==> images/met1.png <==
Bar = 50 um. Supply wires on this layer in gray.
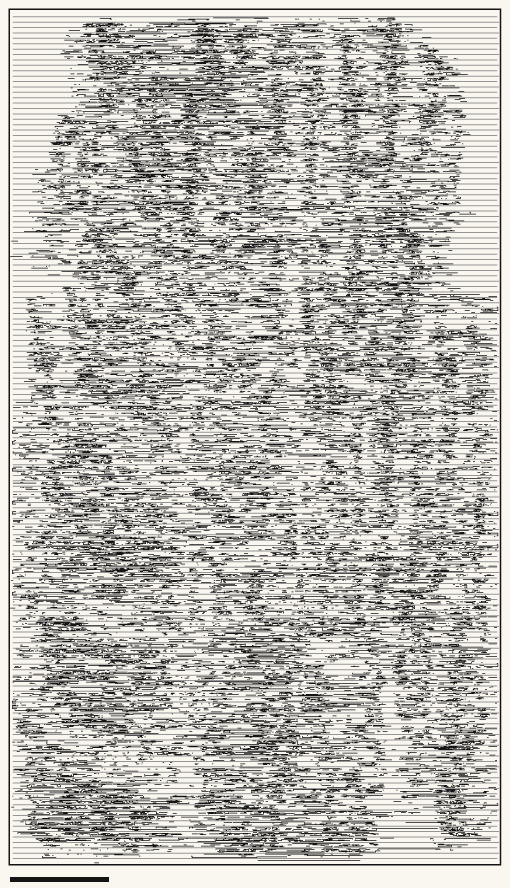
==> images/met2.png <==
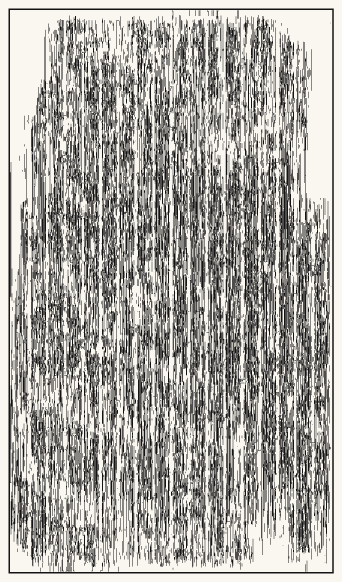
==> images/met3.png <==
Bar = 50 um.
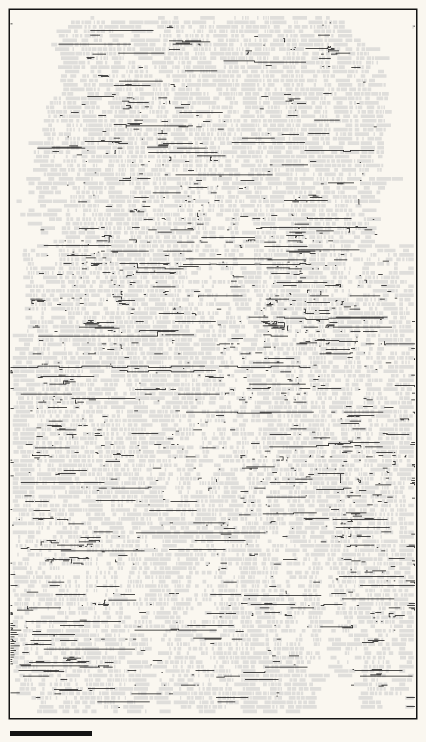
==> images/met4.png <==
Supply wires on this layer in gray.
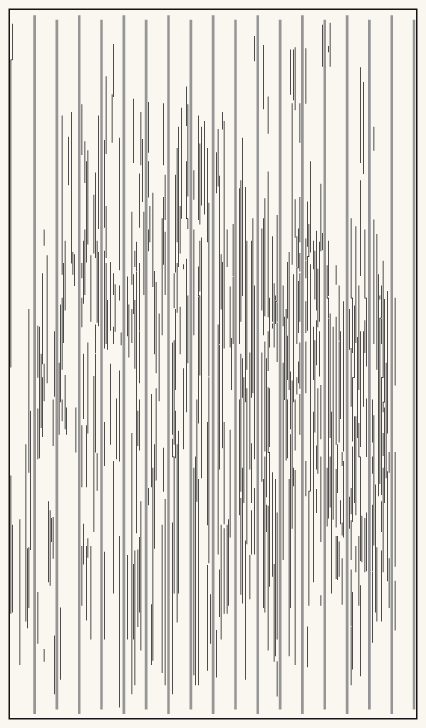
==> images/final_clocks.png <==
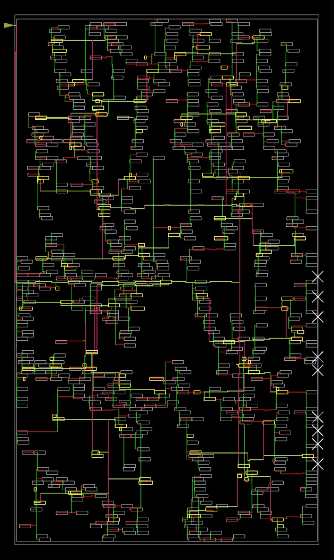
## config.mk

```make
export PLATFORM = sky130hd
export DESIGN_NAME = cordic_rotator
export DESIGN_NICKNAME = d
export VERILOG_FILES = /design/src/rtl/cordic_pkg.sv /design/src/rtl/cordic_stage.sv /design/src/rtl/cordic_rotator.sv
export SDC_FILE = /design/constraint.sdc
export NUM_CORES = 2
export LEC_CHECK = 0
export ABC_AREA = 0
export CAP_MARGIN = 40
export CORE_ASPECT_RATIO = 1.75
export CORE_UTILIZATION = 56
export DETAILED_ROUTE_END_ITERATION = 10
export PLACE_DENSITY = 0.75
export SYNTH_ARGS = -nofsm -noshare
export SYNTH_HDL_FRONTEND = slang
export SYNTH_HIERARCHICAL = 1
export SYNTH_SLANG_ARGS = --single-unit
```

## constraint.sdc

```tcl
create_clock -name clock -period 3.4 [get_ports clock]
set_input_delay 0.68 -clock clock [delete_from_list [all_inputs] [get_ports clock]]
set_output_delay 0.68 -clock clock [all_outputs]
set_load 0.01 [all_outputs]
```

## src/rtl/cordic_pkg.sv

```systemverilog
// cordic_pkg: default widths, arctangent table and quadrant constant shared by the CORDIC rotator.
package cordic_pkg;
  localparam int BITWIDTH_D = 16;
  localparam int ZWIDTH_D = 16;
  localparam logic [15:0] QUAD = 16'h4000;
  localparam logic [15:0] ATAN [16] = '{
    16'd8192, 16'd4836, 16'd2555, 16'd1297, 16'd651, 16'd326, 16'd163, 16'd81,
    16'd41, 16'd20, 16'd10, 16'd5, 16'd3, 16'd1, 16'd1, 16'd0
  };
endpackage

```

## src/rtl/cordic_stage.sv

```systemverilog
// cordic_stage: one registered CORDIC micro-rotation; the z register can be omitted
// when nothing downstream consumes the residual phase.
module cordic_stage #(
  parameter int W = 18,
  parameter int ZW = 16,
  parameter int SHIFT = 0,
  parameter logic [ZW-1:0] ATAN_C = '0,
  parameter bit ZREG = 1'b1
) (
  input  logic                 clock,
  input  logic                 reset_n,
  input  logic                 enable,
  input  logic signed [W-1:0]  x_i,
  input  logic signed [W-1:0]  y_i,
  input  logic        [ZW-1:0] z_i,
  output logic signed [W-1:0]  x_o,
  output logic signed [W-1:0]  y_o,
  output logic        [ZW-1:0] z_o
);
  logic signed [W-1:0] x_d, y_d, x_q, y_q;
  logic neg;
  assign neg = z_i[ZW-1];
  always_comb begin
    x_d = neg ? x_i + (y_i >>> SHIFT) : x_i - (y_i >>> SHIFT);
    y_d = neg ? y_i - (x_i >>> SHIFT) : y_i + (x_i >>> SHIFT);
  end
  always_ff @(posedge clock or negedge reset_n)
    if (!reset_n) begin
      x_q <= '0;
      y_q <= '0;
    end else if (enable) begin
      x_q <= x_d;
      y_q <= y_d;
    end
  assign x_o = x_q;
  assign y_o = y_q;
  if (ZREG) begin : g_z
    logic [ZW-1:0] z_d, z_q;
    assign z_d = neg ? z_i + ATAN_C : z_i - ATAN_C;
    always_ff @(posedge clock or negedge reset_n)
      if (!reset_n) z_q <= '0;
      else if (enable) z_q <= z_d;
    assign z_o = z_q;
  end else begin : g_noz
    // only the sign bit steers this stage; the residual itself is dropped
    logic unused_z;
    assign unused_z = ^z_i[ZW-2:0];
    assign z_o = '0;
  end
endmodule

```

## src/rtl/cordic_rotator.sv

```systemverilog
// cordic_rotator: fully unrolled pipelined CORDIC vector rotator, latency STAGES+1 enabled edges.
// Define CORDIC_ZO_EN to drive zo with the residual phase; otherwise zo is tied to 0.
module cordic_rotator
  import cordic_pkg::*;
#(
  parameter int BITWIDTH = BITWIDTH_D,
  parameter int ZWIDTH = ZWIDTH_D,
  parameter int STAGES = 12
) (
  input  logic                clock,
  input  logic                reset_n,
  input  logic                enable,
  input  logic [BITWIDTH-1:0] xi,
  input  logic [BITWIDTH-1:0] yi,
  input  logic [ZWIDTH-1:0]   zi,
  output logic [BITWIDTH-1:0] xo,
  output logic [BITWIDTH-1:0] yo,
  output logic [ZWIDTH-1:0]   zo
);
`ifdef CORDIC_ZO_EN
  localparam bit ZO_EN = 1'b1;
`else
  localparam bit ZO_EN = 1'b0;
`endif
  localparam int W = BITWIDTH + 2;
  localparam logic [ZWIDTH-1:0] Q = ZWIDTH'(QUAD);
  logic signed [W-1:0] xs, ys, x_d, y_d, x_q, y_q;
  logic [ZWIDTH-1:0] z_d, z_q;
  logic [1:0] quad;
  logic signed [W-1:0] xp [STAGES+1];
  logic signed [W-1:0] yp [STAGES+1];
  logic [ZWIDTH-1:0] zp [STAGES+1];
  assign xs = W'($signed(xi));
  assign ys = W'($signed(yi));
  // quadrant pre-rotation brings the phase into +/-90 degrees
  always_comb begin
    quad = zi[ZWIDTH-1 -: 2];
    x_d = quad == 2'b01 ? -ys : quad == 2'b10 ? ys : xs;
    y_d = quad == 2'b01 ? xs : quad == 2'b10 ? -xs : ys;
    z_d = quad == 2'b01 ? zi - Q : quad == 2'b10 ? zi + Q : zi;
  end
  always_ff @(posedge clock or negedge reset_n)
    if (!reset_n) begin
      x_q <= '0;
      y_q <= '0;
      z_q <= '0;
    end else if (enable) begin
      x_q <= x_d;
      y_q <= y_d;
      z_q <= z_d;
    end
  assign xp[0] = x_q;
  assign yp[0] = y_q;
  assign zp[0] = z_q;
  for (genvar s = 0; s < STAGES; s++) begin : g_stage
    cordic_stage #(
      .W(W),
      .ZW(ZWIDTH),
      .SHIFT(s),
      .ATAN_C(ZWIDTH'(ATAN[s])),
      .ZREG(ZO_EN || s != STAGES - 1)
    ) u_stage (
      .clock(clock),
      .reset_n(reset_n),
      .enable(enable),
      .x_i(xp[s]),
      .y_i(yp[s]),
      .z_i(zp[s]),
      .x_o(xp[s+1]),
      .y_o(yp[s+1]),
      .z_o(zp[s+1])
    );
  end
  assign xo = xp[STAGES][BITWIDTH:1];
  assign yo = yp[STAGES][BITWIDTH:1];
  assign zo = zp[STAGES];
  logic unused_edge_bits;
  assign unused_edge_bits = ^{xp[STAGES][W-1], xp[STAGES][0], yp[STAGES][W-1], yp[STAGES][0]};
endmodule

```

==> impl_metrics.csv <==
group,metric,value,unit
final_timing,fin_hold_ws,-24.5,ps
final_timing,worst_slack,-82.8,ps
final_timing,setup_viol,3,
die,dieArea,106000,sq um
critical_path,crit_required,4030,ps
cts,hold_buffers,0,
final_layout,finish.utilization,0.651,
final_timing,tightest_slew,949,ps
final_timing,period_minus_slack,3480,ps
critical_path,slowest_stage,"a2111o_1",
die,die_w,247,um
final_timing,hold_violations,5,
final_timing,max_freq,287,MHz
routing,drc,18,
final_timing,tns,-145,ps
outcome,status,"finished, violations left",
outcome,violations,"DRC, hold timing, setup timing",
hold_path,hold_class,"primary input to asynchronous set/reset pin",
grt,grt_overflow_total,0,
die,nWellTaps,1343,
final_timing,rsz0062_at_grt,"true",
final_layout,diodes,3,
final_layout,seq_cells,638,
final_layout,largestClassByArea,"combinational gates",
final_layout,layout.nonclk_buf_frac,0.0754,
critical_path,worstPathArrival,4110,ps
synthesis,syn-instance-count,6685,
grt,antenna_found_initial,3,
## Picture notes: met1.png
wire length on this layer: 59.3 mm
share of all routed wire: 32%
main direction: horizontal
nets with wire on the layer: 7366

## Picture notes: met2.png
nets with wire on the layer: 6881
main direction: vertical
longest straight run: 121 um
share of all routed wire: 54%
met2 usage in global routing: 0.672
DR vias: 54100
Routed WL: 188 mm

## Picture notes: met3.png
nets with wire on the layer: 681
longest straight run: 78.4 um
main direction: horizontal
met3 usage: 0.0479

## Picture notes: met4.png
main direction: vertical
longest straight run: 187 um

## Picture notes: final_clocks.png
clock sinks: 638
clk latency late pin: 690 ps
cts bufs inserted: 69
clock buffer count: 95

[cell usage in the layout, fill, tap and decap left out, types with 150 or more instances in the layout]
master     n
xnor2_1  390
ha_1     591
a21o_1   192
inv_1    296
xor2_1   187
mux2_2   362
a21oi_1  626
nor3_1   150
nand2_1  375
dfrtp_1  631
buf_4    510
nor2_1   535
o21ai_0  351
[per-layer routing]
layer	global-route usage	up-vias	wire [um]
li1	-	25500	-
met1	0.305	26100	59300
met2	0.672	1619	100000
met3	0.0479	840	7300
met4	0.337	0	20600
met5	0	-	0
[sequential cells by signal, indices dropped and copies added (netlist names)]
signal / cells
g_stage.u_stage/x_o: 213
g_stage.u_stage/y_o: 214
g_stage.u_stage/z_o: 159
y_q: 18
x_q: 18
z_q: 16
[final timing paths]
check | slack (ps) | from | endpoint | depth (start not counted)
max | -80 | g_stage[9].u_stage/x_o[10]$_DFFE_PN0P_ | g_stage[10].u_stage/y_o[17]$_DFFE_PN0P_ | 13
min | -20 | reset_n | g_stage[11].u_stage/x_o[15]$_DFFE_PN0P_ | 1
max reg2reg | -80 | g_stage[9].u_stage/x_o[10]$_DFFE_PN0P_ | g_stage[10].u_stage/y_o[17]$_DFFE_PN0P_ | 13
min reg2reg | 490 | g_stage[11].u_stage/x_o[3]$_DFFE_PN0P_ | g_stage[11].u_stage/x_o[3]$_DFFE_PN0P_ | 1
max in group asynchronous | 2330 | reset_n | g_stage[2].u_stage/z_o[15]$_DFFE_PN0P_ | 2
min in group clock | 460 | enable | g_stage[11].u_stage/x_o[13]$_DFFE_PN0P_ | 2
[what timing repair did]
item	CTS	global route
setup buffers	1	11
gates resized	25	131
pin swaps	7	38
endpoints found under the setup margin	23	93
